`src/rtl/mmio_gpio.sv`:
```
// Memory-mapped GPIO: registered LED drive, synchronized and debounced switch
// inputs, and a change flag that raises a maskable level interrupt.
module mmio_gpio #(
    parameter logic [31:0] BASE_ADDR       = 32'hFFFF_0000,
    parameter int          DEBOUNCE_CYCLES = 4
) (
    input  logic        clk,
    input  logic        rst,
    input  logic [31:0] addr,
    input  logic [31:0] wdata,
    input  logic        we,
    input  logic        re,
    output logic [31:0] rdata,
    input  logic [7:0]  switches,
    output logic [7:0]  leds,
    output logic        irq
);
    localparam int               CNT_W    = $clog2(DEBOUNCE_CYCLES + 1);
    localparam logic [CNT_W-1:0] CNT_LAST = CNT_W'(DEBOUNCE_CYCLES - 1);

    // Bus handshake: we and re are single-cycle strobes with no back-pressure.
    // A store commits on the edge that samples we=1.
    // A load is answered combinationally in the same cycle as re=1.
    logic       w_hit;
    logic [1:0] w_sel;
    logic       w_wr_led;
    logic       w_wr_status;
    logic       w_wr_ctrl;
    logic       w_unused;

    assign w_hit       = (addr[31:4] == BASE_ADDR[31:4]);
    assign w_sel       = addr[3:2];
    assign w_wr_led    = we && w_hit && (w_sel == 2'd0);
    assign w_wr_status = we && w_hit && (w_sel == 2'd2);
    assign w_wr_ctrl   = we && w_hit && (w_sel == 2'd3);
    assign w_unused    = ^{addr[1:0], wdata[31:8]};

    logic [7:0]       r_sync1;
    logic [7:0]       r_sync2;
    logic [7:0]       r_cand;
    logic [7:0]       r_sw_db;
    logic [CNT_W-1:0] r_cnt;
    logic [7:0]       r_leds;
    logic             r_chg;
    logic             r_ie;

    // Any bit differing from the candidate restarts the whole vector's count.
    logic w_restart;
    logic w_pending;
    logic w_accept;

    assign w_restart = (r_sync2 != r_cand);
    assign w_pending = (r_cand != r_sw_db);
    assign w_accept  = !w_restart && w_pending && (r_cnt == CNT_LAST);

    always_ff @(posedge clk) begin
        if (rst) begin
            r_sync1 <= '0;
            r_sync2 <= '0;
            r_cand  <= '0;
            r_sw_db <= '0;
            r_cnt   <= '0;
            r_leds  <= '0;
            r_chg   <= 1'b0;
            r_ie    <= 1'b0;
        end else begin
            r_sync1 <= switches;
            r_sync2 <= r_sync1;

            if (w_restart) begin
                r_cand <= r_sync2;
                r_cnt  <= '0;
            end else if (w_accept) begin
                r_sw_db <= r_cand;
                r_cnt   <= '0;
            end else if (w_pending) begin
                r_cnt <= r_cnt + CNT_W'(1);
            end

            if (w_wr_led) begin
                r_leds <= wdata[7:0];
            end
            if (w_wr_ctrl) begin
                r_ie <= wdata[0];
            end

            // A new debounced change outranks a same-edge software clear.
            if (w_accept) begin
                r_chg <= 1'b1;
            end else if (w_wr_status && wdata[0]) begin
                r_chg <= 1'b0;
            end
        end
    end

    always_comb begin
        rdata = 32'h0;
        if (re && w_hit) begin
            case (w_sel)
                2'd0:    rdata = {24'h0, r_leds};
                2'd1:    rdata = {24'h0, r_sw_db};
                2'd2:    rdata = {31'h0, r_chg};
                default: rdata = {31'h0, r_ie};
            endcase
        end
    end

    assign leds = r_leds;
    assign irq  = r_chg & r_ie;

endmodule

```
`config.mk`:
```
export PLATFORM = sky130hd
export DESIGN_NAME = mmio_gpio
export DESIGN_NICKNAME = d
export VERILOG_FILES = /design/src/rtl/mmio_gpio.sv
export SDC_FILE = /design/constraint.sdc
export NUM_CORES = 1
export LEC_CHECK = 0
export CORE_ASPECT_RATIO = 1.75
export CORE_MARGIN = 2
export CORE_UTILIZATION = 36
export DETAILED_ROUTE_END_ITERATION = 8
export GPL_TIMING_DRIVEN = 0
export PLACE_DENSITY = 0.83
export SLEW_MARGIN = 10
export SYNTH_ARGS = -nofsm -noshare
export SYNTH_HDL_FRONTEND = slang
export SYNTH_SLANG_ARGS = --single-unit
```
`constraint.sdc`:
```
create_clock -name clk -period 1.45 [get_ports clk]
set_input_delay 0.145 -clock clk [delete_from_list [all_inputs] [get_ports clk]]
set_output_delay 0.145 -clock clk [all_outputs]
set_load 0.02 [all_outputs]
```
**Run 1: cell density map**

6 x 11 tiles, from black (low) to pale yellow (high), 0 to 100% covered.
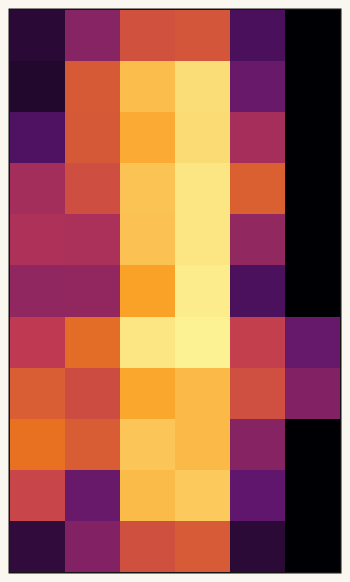
densest ninth of the die: center
nearly empty tiles: 14%
tiles over 75% full: 27%
core area: 0.00618 sq mm
initial cell density of the core: 36.9%

**Run 1: cell placement**

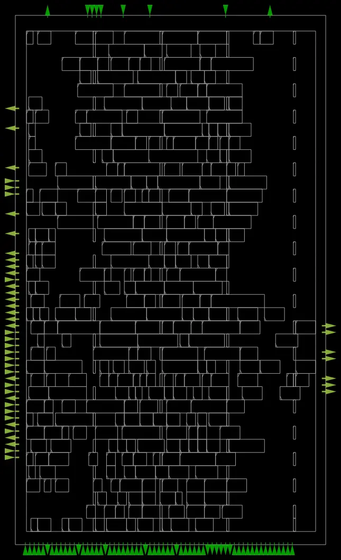
filler instances: 530
non-filler cells, final: 432
Row Count: 38
seq_cells: 45

**Run 1: met3 routing**

Bar = 20 um.
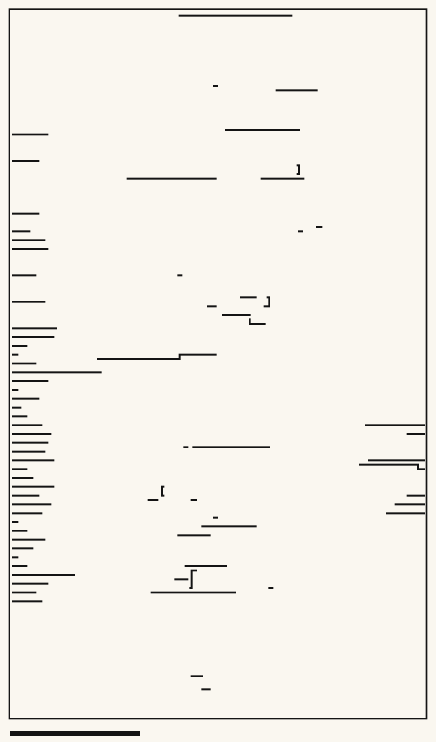
longest straight run: 17.2 um
main direction: horizontal
wire length on this layer: 357 um
share of all routed wire: 5.9%
nets with wire on the layer: 66
DRT Wirelength: 6000 um
routed vias: 2051
met3 Usage GRT: 3.79%

==> qor.csv, run 1 <==
stage;metric;value;unit
worst_setup_path;critPathKind;input port to output port;
min_path;hold_class;input port to register;
cts;hold_buffers;0;
power_and_ir_drop;comb_power;0.410;mW
synthesis;ys_cells;234;
routing;ant_nets;0;
routing;first_pass_iters;4;
cts;insertion_delay;310;ps
routing;wl_per_cell;13.9;um
cts;post-cts-setup-buffer-count;18;
outcome;violations;negative setup slack;
power_and_ir_drop;swShare;23.9;%
synthesis;ys_types;39;
placement;gp_congestion;0.797;
placement;place_inst;403;
synthesis;synthAoiAreaFrac;6.74;%
worst_setup_path;worstPathArrival;1550;ps
cells_and_area;layout_top_cell;buf_4;
min_path;hp-start;switches[2];
cts;path_clk_slew;80;ps
sta;fin_hold_ws;385;ps
synthesis;adder_share;1.10;%
synthesis;simple_gate_share;27.8;%
job;maxCapViolations;0;
global_route;antenna_found_initial;0;
cells_and_area;seqCellArea;928;sq um
min_path;min_to;r_sync1[2];
sta;final-hold-violation-count;0;
cells_and_area;buffers_excl_clock;121;
worst_setup_path;slowest_stage;or4_4;
synthesis;synth_area;0.00228;sq mm
cts;cts-resized-gates;176;
synthesis;ys_sh_mux;7.73;%
power_and_ir_drop;power.internal;2.00;mW
worst_setup_path;critPathBufInv;3;
worst_setup_path;rr_worst_depth;5;
placement;place_ws;-1280;ps
power_and_ir_drop;combPwrFrac;15.6;%
cells_and_area;postLayoutCoreUtil;57.6;%
synthesis;yosysTopAreaCellShare;39.5;%
cells_and_area;nNonClkInverters;5;
synthesis;xor_share;6.14;%
floorplan;die_h;109;um
cells_and_area;sh_comb_area;39.3;%
cells_and_area;buf_share;28.2;%
power_and_ir_drop;p_total;2.63;mW
sta;fin_crit;1700;ps
min_path;hold_depth;2;
floorplan;nWellTaps;80;
cells_and_area;dominant_cells;combinational gates;
cts;root_buffer;clkbuf_8;
routing;drt_iter0_drc;41;
worst_setup_path;required;1310;ps
power_and_ir_drop;power.group.top;registers;
routing;wl_met2;3440;um
sta;fin_ws;-248;ps
global_route;overflow;0;
placement;place_hpwl;4180;um
cts;cts_buffers;5;
outcome;status;finished, violations left;
routing;drc;0;
global_route;grt_pass1_wl;9290;um
routing;dr.max_layer_used;met4;
power_and_ir_drop;power_density;740;mW/mm^2
cells_and_area;mostFrequentLayoutCells;44 x buf_4, 29 x dfxtp_1, 25 x nor2b_1, 24 x conb_1, 17 x clkdlybuf4s50_1;
cts;htreeDepth;2;
worst_setup_path;crit_chain;buf_6 -> nor4b_4 -> nand4_4 -> or4_4 -> buf_12 -> nor2_4 -> buf_6;
global_route;grt_util_met2;33.1;%
worst_setup_path;critPathCaptureType;output port;
cells_and_area;fin_nets;429;
placement;place_area;0.00316;sq mm
synthesis;synth.logic.top_family;simple AND/OR/NAND/NOR gates;
global_route;grt_pass1_vias;2018;
power_and_ir_drop;leakagePower;1.55;nW
floorplan;ios;117;
cells_and_area;clock_area_share;3.13;%
cts;cts_sinks;45;
worst_setup_path;crit_family;simple AND/OR/NAND/NOR gates;
worst_setup_path;critPathLaunchType;input port;
synthesis;syn-mean-instance-area;9.75;sq um
power_and_ir_drop;ir_drop;0.481;mV
cells_and_area;drive_gt1_share;40.9;%
sta;fin_crit_sh;117;%
routing;met3WireLength;357;um
worst_setup_path;max_stage_delay;450;ps
cts;cts_tree;yes;
sta;clock.fmax;589;MHz
routing;via_per_inst;4.75;
synthesis;ys_seq_share;39.5;%
global_route;grt.busiest_layer;met2;
synthesis;synth_cells;234;
worst_setup_path;r2r_slack;-110;ps
job;tool_warnings;55;
cells_and_area;seq_share;26.1;%
worst_setup_path;crit_path_end;rdata[6];
cells_and_area;num_antenna_cells;0;
worst_setup_path;cpMostUsedCell;buf_6;
sta;setup_viol;17;
--- run 2 (diff from run 1) ---
- CTS_CLUSTER_DIAMETER: unset -> 100
- HOLD_SLACK_MARGIN: unset -> 0.1
**Run 2: cell placement**

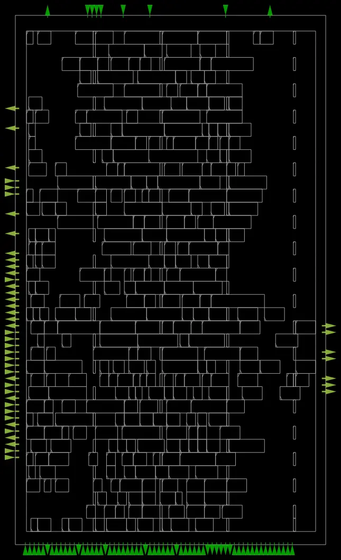
flop share of the area: 26.1%
Tap Cells: 80
Util after Layout: 57.6%

==> qor.csv, run 2 <==
stage;metric;value;unit
outcome;status;finished, violations left;
outcome;violations;negative setup slack;
global_route;grt_pass1_wl;9290;um
floorplan;num_rows;38;
power_and_ir_drop;combPwrFrac;15.6;%
placement;place_inst;403;
placement;place_ws;-1280;ps
cells_and_area;drive_gt1_share;40.9;%
cells_and_area;num_antenna_cells;0;
routing;wl_met2;3440;um
cts;hold_buffers;0;
worst_setup_path;critPathLaunchType;input port;
power_and_ir_drop;power_density;740;mW/mm^2
synthesis;syn-mean-instance-area;9.75;sq um
synthesis;ys_seq_share;39.5;%
sta;fin_crit_sh;117;%
cells_and_area;clock_area_share;3.13;%
routing;met3WireLength;357;um
global_route;grt_pass1_vias;2018;
global_route;grt.busiest_layer;met2;
synthesis;ys_cells;234;
synthesis;simple_gate_share;27.8;%
floorplan;die_h;109;um
worst_setup_path;critPathBufInv;3;
worst_setup_path;slowest_stage;or4_4;
worst_setup_path;critPathCaptureType;output port;
synthesis;adder_share;1.10;%
min_path;min_to;r_sync1[2];
cts;htreeDepth;2;
routing;ant_nets;0;
worst_setup_path;crit_chain;buf_6 -> nor4b_4 -> nand4_4 -> or4_4 -> buf_12 -> nor2_4 -> buf_6;
synthesis;yosysTopAreaCellShare;39.5;%
power_and_ir_drop;p_total;2.63;mW
synthesis;synthAoiAreaFrac;6.74;%
routing;dr_total_vias;2051;
placement;place_hpwl;4180;um
routing;drt_iter0_drc;41;
routing;via_per_inst;4.75;
cells_and_area;sh_comb_area;39.3;%
global_route;use_met3;3.79;%
synthesis;synth-main-ff-cell;dfxtp_1;
sta;setup_viol;17;
sta;final-hold-violation-count;0;
global_route;overflow;0;
cts;insertion_delay;310;ps
power_and_ir_drop;power.group.top;registers;
global_route;antenna_found_initial;0;
worst_setup_path;rr_worst_depth;5;
floorplan;ios;117;
min_path;hold_depth;2;
power_and_ir_drop;ir_drop;0.481;mV
floorplan;fp-utilization;36.9;%
job;tool_warnings;55;
cells_and_area;seqCellArea;928;sq um
placement;place_area;0.00316;sq mm
cells_and_area;fin_cells;432;
sta;fin_hold_ws;385;ps
synthesis;synth_area;0.00228;sq mm
power_and_ir_drop;power.internal;2.00;mW
routing;wl_per_cell;13.9;um
routing;first_pass_iters;4;
synthesis;synth.logic.top_family;simple AND/OR/NAND/NOR gates;
sta;fin_ws;-248;ps
cts;cts_sinks;45;
min_path;hp-start;switches[2];
floorplan;coreArea;0.00618;sq mm
cts;root_buffer;clkbuf_8;
power_and_ir_drop;swShare;23.9;%
routing;drc;0;
min_path;hold_class;input port to register;
routing;finalWirelength;6000;um
synthesis;ys_types;39;
cells_and_area;dominant_cells;combinational gates;
worst_setup_path;crit_family;simple AND/OR/NAND/NOR gates;
routing;dr.max_layer_used;met4;
worst_setup_path;r2r_slack;-110;ps
worst_setup_path;crit_path_end;rdata[6];
power_and_ir_drop;comb_power;0.410;mW
cts;post-cts-setup-buffer-count;18;
worst_setup_path;required;1310;ps
worst_setup_path;critPathKind;input port to output port;
cts;path_clk_slew;80;ps
worst_setup_path;max_stage_delay;450;ps
job;maxCapViolations;0;
synthesis;ys_sh_mux;7.73;%
power_and_ir_drop;leakagePower;1.55;nW
worst_setup_path;worstPathArrival;1550;ps
global_route;grt_util_met2;33.1;%
cells_and_area;fin_nets;429;
placement;gp_congestion;0.797;
cts;cts-resized-gates;176;
cells_and_area;layout_top_cell;buf_4;
cells_and_area;buf_share;28.2;%
Power is estimated from default activity; no workload was simulated.
